==> src/rtl/pipeline_hazard_ctrl.sv <==
// Hazard/stall/flush controller driving the four pipeline latch enable/flush pairs and the PC write enable.
// Latency: all controls combinational from state and inputs; halt state and counters update on the next edge.
// Backpressure: a data wait freezes every latch, a load-use or fetch miss stalls the front end, and halt freezes everything until reset.
module pipeline_hazard_ctrl #(
  parameter int CNT_W = 32,
  parameter int REG_W = 5
) (
  input  logic             CLK,
  input  logic             RST,
  input  logic             ihit,
  input  logic             dhit,
  input  logic             mem_dreq,
  input  logic             mem_pcsrc,
  input  logic             wb_halt,
  input  logic             ex_dREN,
  input  logic [REG_W-1:0] ex_wsel,
  input  logic [REG_W-1:0] id_rs,
  input  logic [REG_W-1:0] id_rt,
  output logic             pc_en,
  output logic             ifid_enable,
  output logic             ifid_flush,
  output logic             idex_enable,
  output logic             idex_flush,
  output logic             exmem_enable,
  output logic             exmem_flush,
  output logic             memwb_enable,
  output logic             memwb_flush,
  output logic             halted,
  output logic [CNT_W-1:0] stall_cnt,
  output logic [CNT_W-1:0] flush_cnt
);

  typedef enum logic [1:0] {
    ST_RUN   = 2'd0,
    ST_DWAIT = 2'd1,
    ST_HALT  = 2'd2
  } state_t;

  localparam logic [CNT_W-1:0] CNT_ONE = CNT_W'(1);
  localparam logic [CNT_W-1:0] CNT_MAX = {CNT_W{1'b1}};

  state_t           state_q, state_d;
  logic [CNT_W-1:0] stall_cnt_q, stall_cnt_d;
  logic [CNT_W-1:0] flush_cnt_q, flush_cnt_d;

  logic active;     // per-cycle hazard rules are in effect
  logic dstall;     // data access outstanding in MEM
  logic load_use;   // ID needs a value the load in EX has not produced yet
  logic stall_ev;   // this cycle freezes a latch or inserts a bubble
  logic flush_ev;   // this cycle squashes wrong-path instructions

  // Hazard detection; register 0 is never a real dependency
  always_comb begin
    dstall   = mem_dreq & ~dhit;
    load_use = ex_dREN & (ex_wsel != '0) & ((ex_wsel == id_rs) | (ex_wsel == id_rt));
    active   = ~RST & (state_q != ST_HALT) & ~wb_halt;
    stall_ev = active & (dstall | (~mem_pcsrc & (load_use | ~ihit)));
    flush_ev = active & ~dstall & mem_pcsrc;
  end

  // State register and saturating performance counters
  always_ff @(posedge CLK) begin
    if (RST) begin
      state_q     <= ST_RUN;
      stall_cnt_q <= '0;
      flush_cnt_q <= '0;
    end else begin
      state_q     <= state_d;
      stall_cnt_q <= stall_cnt_d;
      flush_cnt_q <= flush_cnt_d;
    end
  end

  // Next state: halt is sticky, an outstanding data access parks in DWAIT
  always_comb begin
    state_d = state_q;
    case (state_q)
      ST_HALT: state_d = ST_HALT;
      default: begin
        if (wb_halt) begin
          state_d = ST_HALT;
        end else if (dstall) begin
          state_d = ST_DWAIT;
        end else begin
          state_d = ST_RUN;
        end
      end
    endcase
  end

  // Counter next values, held at all-ones once saturated
  always_comb begin
    stall_cnt_d = stall_cnt_q;
    flush_cnt_d = flush_cnt_q;
    if (stall_ev && (stall_cnt_q != CNT_MAX)) begin
      stall_cnt_d = stall_cnt_q + CNT_ONE;
    end
    if (flush_ev && (flush_cnt_q != CNT_MAX)) begin
      flush_cnt_d = flush_cnt_q + CNT_ONE;
    end
  end

  // Latch controls: first matching rule wins; reset, halt and wb_halt freeze all
  always_comb begin
    pc_en        = 1'b0;
    ifid_enable  = 1'b0;
    ifid_flush   = 1'b0;
    idex_enable  = 1'b0;
    idex_flush   = 1'b0;
    exmem_enable = 1'b0;
    exmem_flush  = 1'b0;
    memwb_enable = 1'b0;
    memwb_flush  = 1'b0;
    if (active) begin
      if (dstall) begin
        // Whole pipe waits on the data access
        pc_en = 1'b0;
      end else if (mem_pcsrc) begin
        // Redirect: squash the three younger stages, retire the MEM instruction
        pc_en        = 1'b1;
        ifid_enable  = 1'b1;
        ifid_flush   = 1'b1;
        idex_enable  = 1'b1;
        idex_flush   = 1'b1;
        exmem_enable = 1'b1;
        exmem_flush  = 1'b1;
        memwb_enable = 1'b1;
      end else if (load_use) begin
        // Hold PC and IF/ID, push a bubble into EX
        idex_enable  = 1'b1;
        idex_flush   = 1'b1;
        exmem_enable = 1'b1;
        memwb_enable = 1'b1;
      end else if (~ihit) begin
        // Fetch not back yet: feed a bubble into ID, let the rest drain
        ifid_enable  = 1'b1;
        ifid_flush   = 1'b1;
        idex_enable  = 1'b1;
        exmem_enable = 1'b1;
        memwb_enable = 1'b1;
      end else begin
        pc_en        = 1'b1;
        ifid_enable  = 1'b1;
        idex_enable  = 1'b1;
        exmem_enable = 1'b1;
        memwb_enable = 1'b1;
      end
    end
  end

  // Status outputs
  always_comb begin
    halted    = (state_q == ST_HALT);
    stall_cnt = stall_cnt_q;
    flush_cnt = flush_cnt_q;
  end

endmodule

==> config.mk <==
export PLATFORM = sky130hd
export DESIGN_NAME = pipeline_hazard_ctrl
export DESIGN_NICKNAME = d
export VERILOG_FILES = /design/src/rtl/pipeline_hazard_ctrl.sv
export SDC_FILE = /design/constraint.sdc
export NUM_CORES = 1
export LEC_CHECK = 0
export CORE_MARGIN = 2
export CORE_UTILIZATION = 43
export DETAILED_ROUTE_END_ITERATION = 8
export HOLD_SLACK_MARGIN = 0.12
export PLACE_DENSITY = 0.85
export SLEW_MARGIN = 20
export SYNTH_ARGS = -nofsm -noshare
export SYNTH_HDL_FRONTEND = slang
export SYNTH_SLANG_ARGS = --single-unit
==> constraint.sdc <==
create_clock -name CLK -period 1.9 [get_ports CLK]
set_input_delay 0.285 -clock CLK [delete_from_list [all_inputs] [get_ports CLK]]
set_output_delay 0.285 -clock CLK [all_outputs]
set_load 0.02 [all_outputs]
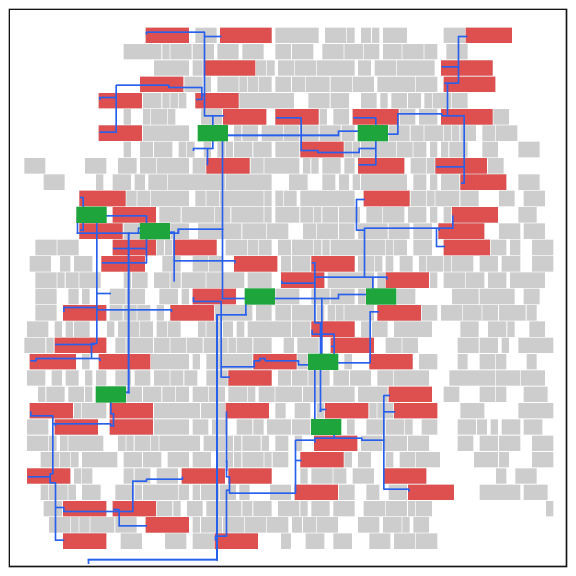
(run_1/clk_routes.png)
Scale: 6 px per um.
[green] clock drivers | count: 9
[blue] clock wires | length: 861 um
[red] flip-flops | count: 66
routed clock nets: 10
flops lie: spread over the die

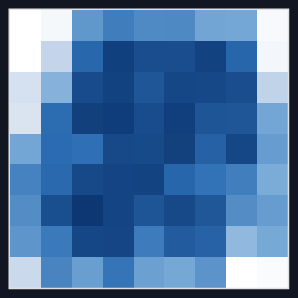
(run_1/cell_density.png)
Scale: 3 px per um. 9 x 9 tiles, from white (low) to dark blue (high), 0 to 100% covered.
mean over tiles: 66%
emptiest ninth of the die: upper left
nearly empty tiles: 3.7%
densest ninth of the die: center
tiles over 75% full: 49%

==> Changelog: implementation, run 1 <==
### Changed

* Status: finished with violations
* Failing checks: negative setup slack
* Post-Synth Simple-Gate Area at 32.0%
* I/O pins at 97
* Area leader share at 39.1%
* Hold Buf Count CTS at 0
* Routability cong. at 0.831
* Top Layout Cells: 76 x nor2_1, 72 x buf_4, 67 x clkdlybuf4s50_1
* Synth Seq Share at 39.1%
* Post-DR wirelength/cell at 16.9 um
* R2R Path End: flush_cnt[31]
* Max-cap violation count at 0
* Worst hold slack at 0.489 ns
* Tap cell count at 102
* GRT Util Overall at 22.7%
* Overflow after GRT at 0
* Rows at 32
* Fraction of area in registers at 23.5%
* Clock buffers at 12
* Dominant combinational family: simple AND/OR/NAND/NOR gates
* Largest net degree at the start of global routing at 67
* Hold wc startpoint: mem_dreq
* Top cell class by occupied area: logic gates
* Clk pwr at 1.03 mW
* Top Layer Used: met4
* Lkg Pwr at 2.21 nW
* Port buffer count at 95
* Synth top cell by count: nor2_1
* Signal buffers at 184
* FILL cells at 537
* Ys flop type: dfxtp_1
* Final non-filler cell total at 688
* Share of layout cells above drive strength 1 at 37.2%
* Post-placement cell count at 656
* Startpoint Class: flip-flop
* CP max stage delay at 0.36 ns
* Worst-case clock buffer depth at 2
* Seq_cells at 66
* Skew final at 0.0103 ns
* Synth Area per Inst at 8.38 sq um
* Post-CTS Setup Inserts at 8
* Log Warnings at 29
* Buffering overhead at 29.0%
* Clock buf/inv share at 2.81%
* Arr. time, crit path at 2.20 ns
* P_comb at 334 uW
* Unrepaired setup endpoints after global routing: yes
* ANT cells at 0
* FF-to-FF setup slack at -0.09 ns
* Reg power frac at 50.3%
* # DRC at 0
* WP depth at 7
* CTS sink count at 66
* Number of cells in Yosys stat at 403
* Hold path depth at 4
* Crit. End Element: flip-flop
* Origin of the worst setup path: flush_cnt[8]
* Hold Path Class: in2reg
* Distinct cells, synth at 49
* Worst-margin pin slew at 0.697 ns
* Critical Path RT at 2.11 ns
* Die width at 92.6 um
* Post-Place Worst Slack at -0.808 ns
* Delay-heaviest family, CP: simple AND/OR/NAND/NOR gates
* Die H at 92.6 um
* Setup ws final at -0.0865 ns
* DP HPWL at 7140 um
* Vias at 3690
* Starting Density at 43.9%
* CORE AREA at 0.00769 sq mm
* Max Slew Vio Count at 0
* Sw Pwr at 711 uW
* Slew margin rel. at 53.6%
* Non-Clock Inverter Count at 11
* Syn nets at 428
* Clock network power share at 37.5%
* Synthesized area at 0.00338 sq mm
* Fin util at 75.4%
* Insertion Delay late pin at 0.35 ns
* Share of flip-flops with an asynchronous set or reset at 0%
* Number of H-tree levels at 3
* Fin crit share at 105%
* Vias in the first global route at 3346
* Endpoints failing hold at 0
* Synth warn at 0
* M1 wire length at 4470 um
* DR vias/cell at 5.36
* WL met3 at 616 um
* Peak VDD IR at 448 uV
* Comb. cell area at 0.00242 sq mm
* Top cell excl fill/tap: nor2_1
* Placed cell area at 0.00496 sq mm
* Leading area contributor after synthesis: dfxtp_1
* Drt first pass iters at 4
* #MultiIn Comb at 310
* Logic gate share of total power at 12.2%
* Kind of critical path: reg2reg
* WL final at 11600 um
* PwrDens at 473 mW/mm^2
* FF+latch area at 0.00137 sq mm
* Crit path time final at 1.99 ns
* Registers, synthesis at 66
* Endpoints failing setup at 30
* Nets at 607
* DR WL met2 at 6150 um
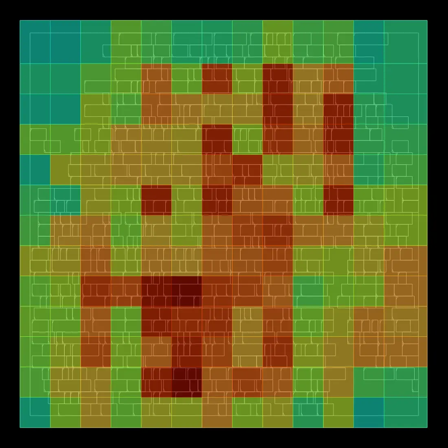
(run_1/congestion.png)
GR Layer Usage met2: 40.6%
GRT Max-Usage Layer: met2
met1 usage: 27.0%

## Run 2: what changed since run 1
Settings changed: CAP_MARGIN set to 30.
==> run 2 against run 1 <==
The run still ends with negative setup slack left; non-clock buffer count stayed put; critical path depth stayed put; fmax stayed put; register-to-register slack hardly changed; hold slack stayed put; synthesized cell count stayed put; power stayed put; area after synthesis stayed put; routed wire length stayed put; critical path type unchanged; critical endpoint unchanged; largest cell class unchanged; largest power group unchanged.
==> Changelog: implementation, run 2 <==
### Changed

* Port buffer count at 95
* Area fraction in compound gates at 6.63%
* GRT Util Overall at 22.7%
* Top Layout Cells: 76 x nor2_1, 72 x buf_4, 67 x clkdlybuf4s50_1
* Ys flop type: dfxtp_1
* Buffering overhead at 29.0%
* Met1 usage at 27.0%
* Top Layer Used: met4
* CP max stage delay at 0.36 ns
* Clock buf/inv share at 2.81%
* Number of H-tree levels at 3
* Synth Seq Share at 39.1%
* Seq. pwr at 1.38 mW
* FF+latch area at 0.00137 sq mm
* DP HPWL at 7140 um
* Synth warn at 0
* Area fraction in xor and xnor cells at 16.9%
* Fin util at 75.4%
* Clock network power share at 37.5%
* Max Freq at 503 MHz
* First-pass GRT wire length at 15500 um
* Endpoints failing hold at 0
* Distinct cells, synth at 49
* Number of cells in Yosys stat at 403
* Post-Place Worst Slack at -0.808 ns
* Share of flip-flops with an asynchronous set or reset at 0%
* Vias at 3690
* Top cell class by occupied area: logic gates
* Setup ws final at -0.0865 ns
* Placed cell area at 0.00496 sq mm
* R2R Path End: flush_cnt[31]
* Area leader share at 39.1%
* Logic gate share of total power at 12.2%
* #MultiIn Comb at 310
* Multi-input combinational area share at 41.8%
* Worst hold slack at 0.489 ns
* Nets at 607
* Largest net degree at the start of global routing at 67
* Hold Buf Count CTS at 0
* Log Warnings at 29
* Final non-filler cell total at 688
* Status: finished with violations
* WP depth at 7
* DR WL met2 at 6150 um
* Fa+ha+maj area frac at 0.741%
* Registers, synthesis at 66
* WL met3 at 616 um
* Startpoint Class: flip-flop
* PwrDens at 473 mW/mm^2
* Tap cell count at 102
* FILL cells at 537
* Overflow after GRT at 0
* Vias in the first global route at 3346
* Leading area contributor after synthesis: dfxtp_1
* Critical Path RT at 2.11 ns
* TNS Setup at -1.01 ns
* Unrepaired setup endpoints after global routing: yes
* Syn nets at 428
* CORE AREA at 0.00769 sq mm
* Die H at 92.6 um
* Critical Path Slowest Stage Cell: dfxtp_4
* Synth Area per Inst at 8.38 sq um
* Post-placement cell count at 656
* Failing checks: negative setup slack
* Met3 usage at 5.61%
* Lkg Pwr at 2.21 nW
* # DRC at 0
* Rows at 32
* FF-to-FF setup slack at -0.09 ns
* Top cell excl fill/tap: nor2_1
* Arr. time, crit path at 2.20 ns
* Clock buffers at 12
* EDFF count, synth at 0
* Hold wc startpoint: mem_dreq
* Fin crit share at 105%
* Seq_cells at 66
* WL final at 11600 um
* Max-cap violation count at 0
* Worst-margin pin slew at 0.697 ns
* Kind of critical path: reg2reg
* Comb. cell area at 0.00242 sq mm
* CTS sink count at 66
* Crit path time final at 1.99 ns
* Die width at 92.6 um
* Insertion Delay late pin at 0.35 ns
* Initial antenna violation count at 0
* Drt first pass iters at 4
* Post-Synth Simple-Gate Area at 32.0%
* Starting Density at 43.9%
* Worst-case clock buffer depth at 2
* Clk pwr at 1.03 mW
* Non-Clock Inverter Count at 11
* Fraction of area in registers at 23.5%
* Worst reg2reg path depth at 7
* Share of layout cells above drive strength 1 at 37.2%
* Crit. End Element: flip-flop
* Clk root buf: clkbuf_8
* Routability cong. at 0.831
* ANT cells at 0
* Delay-heaviest family, CP: simple AND/OR/NAND/NOR gates
* Clk slew on worst S/H paths at 0.07 ns
* P_comb at 334 uW
* Worst Path Buf+Inv at 0
* Max Slew Vio Count at 0
* I/O pins at 97
* Peak VDD IR at 448 uV
* Signal buffers at 184
* Switching Share at 25.9%
* Post-CTS Setup Inserts at 8
* Hold path depth at 4
* Sw Pwr at 711 uW
* Hold Path Class: in2reg
* Reg power frac at 50.3%
* M1 wire length at 4470 um
* Post-DR wirelength/cell at 16.9 um
* Dominant combinational family: simple AND/OR/NAND/NOR gates
* GRT Max-Usage Layer: met2
* Slew margin rel. at 53.6%
* Endpoints failing setup at 30
* GR Layer Usage met2 at 40.6%
* Skew final at 0.0103 ns
* Origin of the worst setup path: flush_cnt[8]
* CTS tree: done
* Synth cell count leaders: 80 x nor2_1, 66 x dfxtp_1, 51 x xor2_1, 31 x nand3_1, 26 x nand2_1
* Synthesized area at 0.00338 sq mm
* Number of DRC markers in iteration 0 at 208
* Synth top cell by count: nor2_1
* Top power group: registers
* DR vias/cell at 5.36
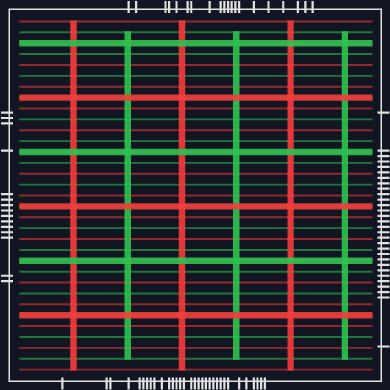
(run_2/power_grid.png)
Scale: 4 px per um. Pins as bars on the die edge.
| color | net |
|---|---|
| green | VDD |
| red | VSS |
met4 straps: 6
met1 rails: 33
rows: 32
met5 straps: 6

## Run 3: what changed since run 2
Settings changed: ABC_AREA set to 0.
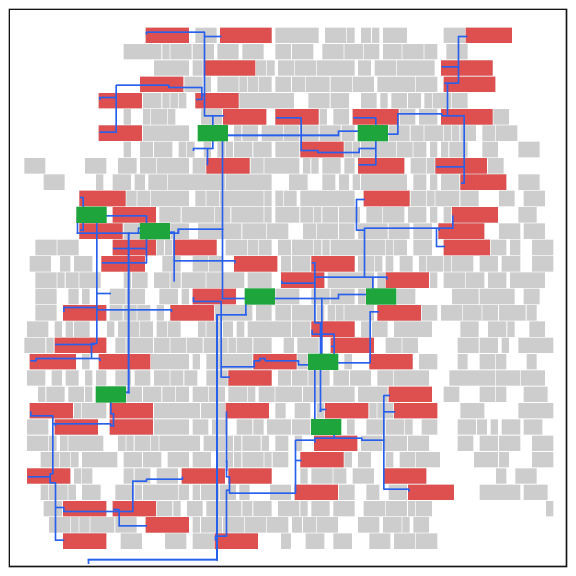
(run_3/clk_routes.png)
Scale: 6 px per um.
Insertion Delay late pin: 0.35 ns
skew final: 0.0103 ns

==> run 3 against run 2 <==
Combinational power is essentially flat; highest routed layer unchanged; critical endpoint unchanged; sequential share of layout area is the same; register-to-register slack is essentially flat; core utilization is the same; the flow still finishes with violations (negative setup slack); die size is the same; first-iteration DRC count is the same; clock power is essentially flat; clock-buffer cell count is the same; synthesized cell count is the same; largest cell class unchanged; area after synthesis is the same; critical path type unchanged.
==> Changelog: implementation, run 3 <==
### Changed

* Setup ws final at -0.0865 ns
* Top cell excl fill/tap: nor2_1
* Synth cell count leaders: 80 x nor2_1, 66 x dfxtp_1, 51 x xor2_1, 31 x nand3_1, 26 x nand2_1
* Largest net degree at the start of global routing at 67
* Ys flop type: dfxtp_1
* First-pass GRT wire length at 15500 um
* Met1 usage at 27.0%
* Area fraction in compound gates at 6.63%
* Rows at 32
* Number of H-tree levels at 3
* Share of flip-flops with an asynchronous set or reset at 0%
* PwrDens at 473 mW/mm^2
* Worst-case clock buffer depth at 2
* Max Slew Vio Count at 0
* Clock network power share at 37.5%
* Comb. cell area at 0.00242 sq mm
* Switching Share at 25.9%
* M1 wire length at 4470 um
* Hold Path Class: in2reg
* CTS tree: done
* Post-Place Worst Slack at -0.808 ns
* Post-Synth Simple-Gate Area at 32.0%
* Reg power frac at 50.3%
* Fin util at 75.4%
* Vias in the first global route at 3346
* EDFF count, synth at 0
* Worst Path Buf+Inv at 0
* Top Layout Cells: 76 x nor2_1, 72 x buf_4, 67 x clkdlybuf4s50_1
* Synth Seq Share at 39.1%
* Fa+ha+maj area frac at 0.741%
* Final non-filler cell total at 688
* Dominant combinational family: simple AND/OR/NAND/NOR gates
* FF-to-FF setup slack at -0.09 ns
* Clk root buf: clkbuf_8
* ANT cells at 0
* Peak VDD IR at 448 uV
* Synthesized area at 0.00338 sq mm
* Clk pwr at 1.03 mW
* Post-placement cell count at 656
* Post-CTS Setup Inserts at 8
* Max-cap violation count at 0
* Kind of critical path: reg2reg
* Seq. pwr at 1.38 mW
* Distinct cells, synth at 49
* Worst reg2reg path depth at 7
* Worst hold slack at 0.489 ns
* Share of layout cells above drive strength 1 at 37.2%
* Slew margin rel. at 53.6%
* CP max stage delay at 0.36 ns
* Area fraction in xor and xnor cells at 16.9%
* Startpoint Class: flip-flop
* Log Warnings at 29
* Failing checks: negative setup slack
* Clock buf/inv share at 2.81%
* CORE AREA at 0.00769 sq mm
* Initial antenna violation count at 0
* Arr. time, crit path at 2.20 ns
* R2R Path End: flush_cnt[31]
* Clk slew on worst S/H paths at 0.07 ns
* FILL cells at 537
* Worst-margin pin slew at 0.697 ns
* Crit. End Element: flip-flop
* Crit path time final at 1.99 ns
* Non-Clock Inverter Count at 11
* Synth top cell by count: nor2_1
* Top cell class by occupied area: logic gates
* DP HPWL at 7140 um
* Seq_cells at 66
* GRT Max-Usage Layer: met2
* FF+latch area at 0.00137 sq mm
* Max Freq at 503 MHz
* Overflow after GRT at 0
* Routability cong. at 0.831
* Endpoints failing setup at 30
* Registers, synthesis at 66
* GRT Util Overall at 22.7%
* WP depth at 7
* Top power group: registers
* TNS Setup at -1.01 ns
* Status: finished with violations
* Number of cells in Yosys stat at 403
* Clock buffers at 12
* CTS sink count at 66
* WL final at 11600 um
* Top Layer Used: met4
* Fin crit share at 105%
* Die width at 92.6 um
* Vias at 3690
* Port buffer count at 95
No activity file was given, so power comes from the tool's default toggle rates.
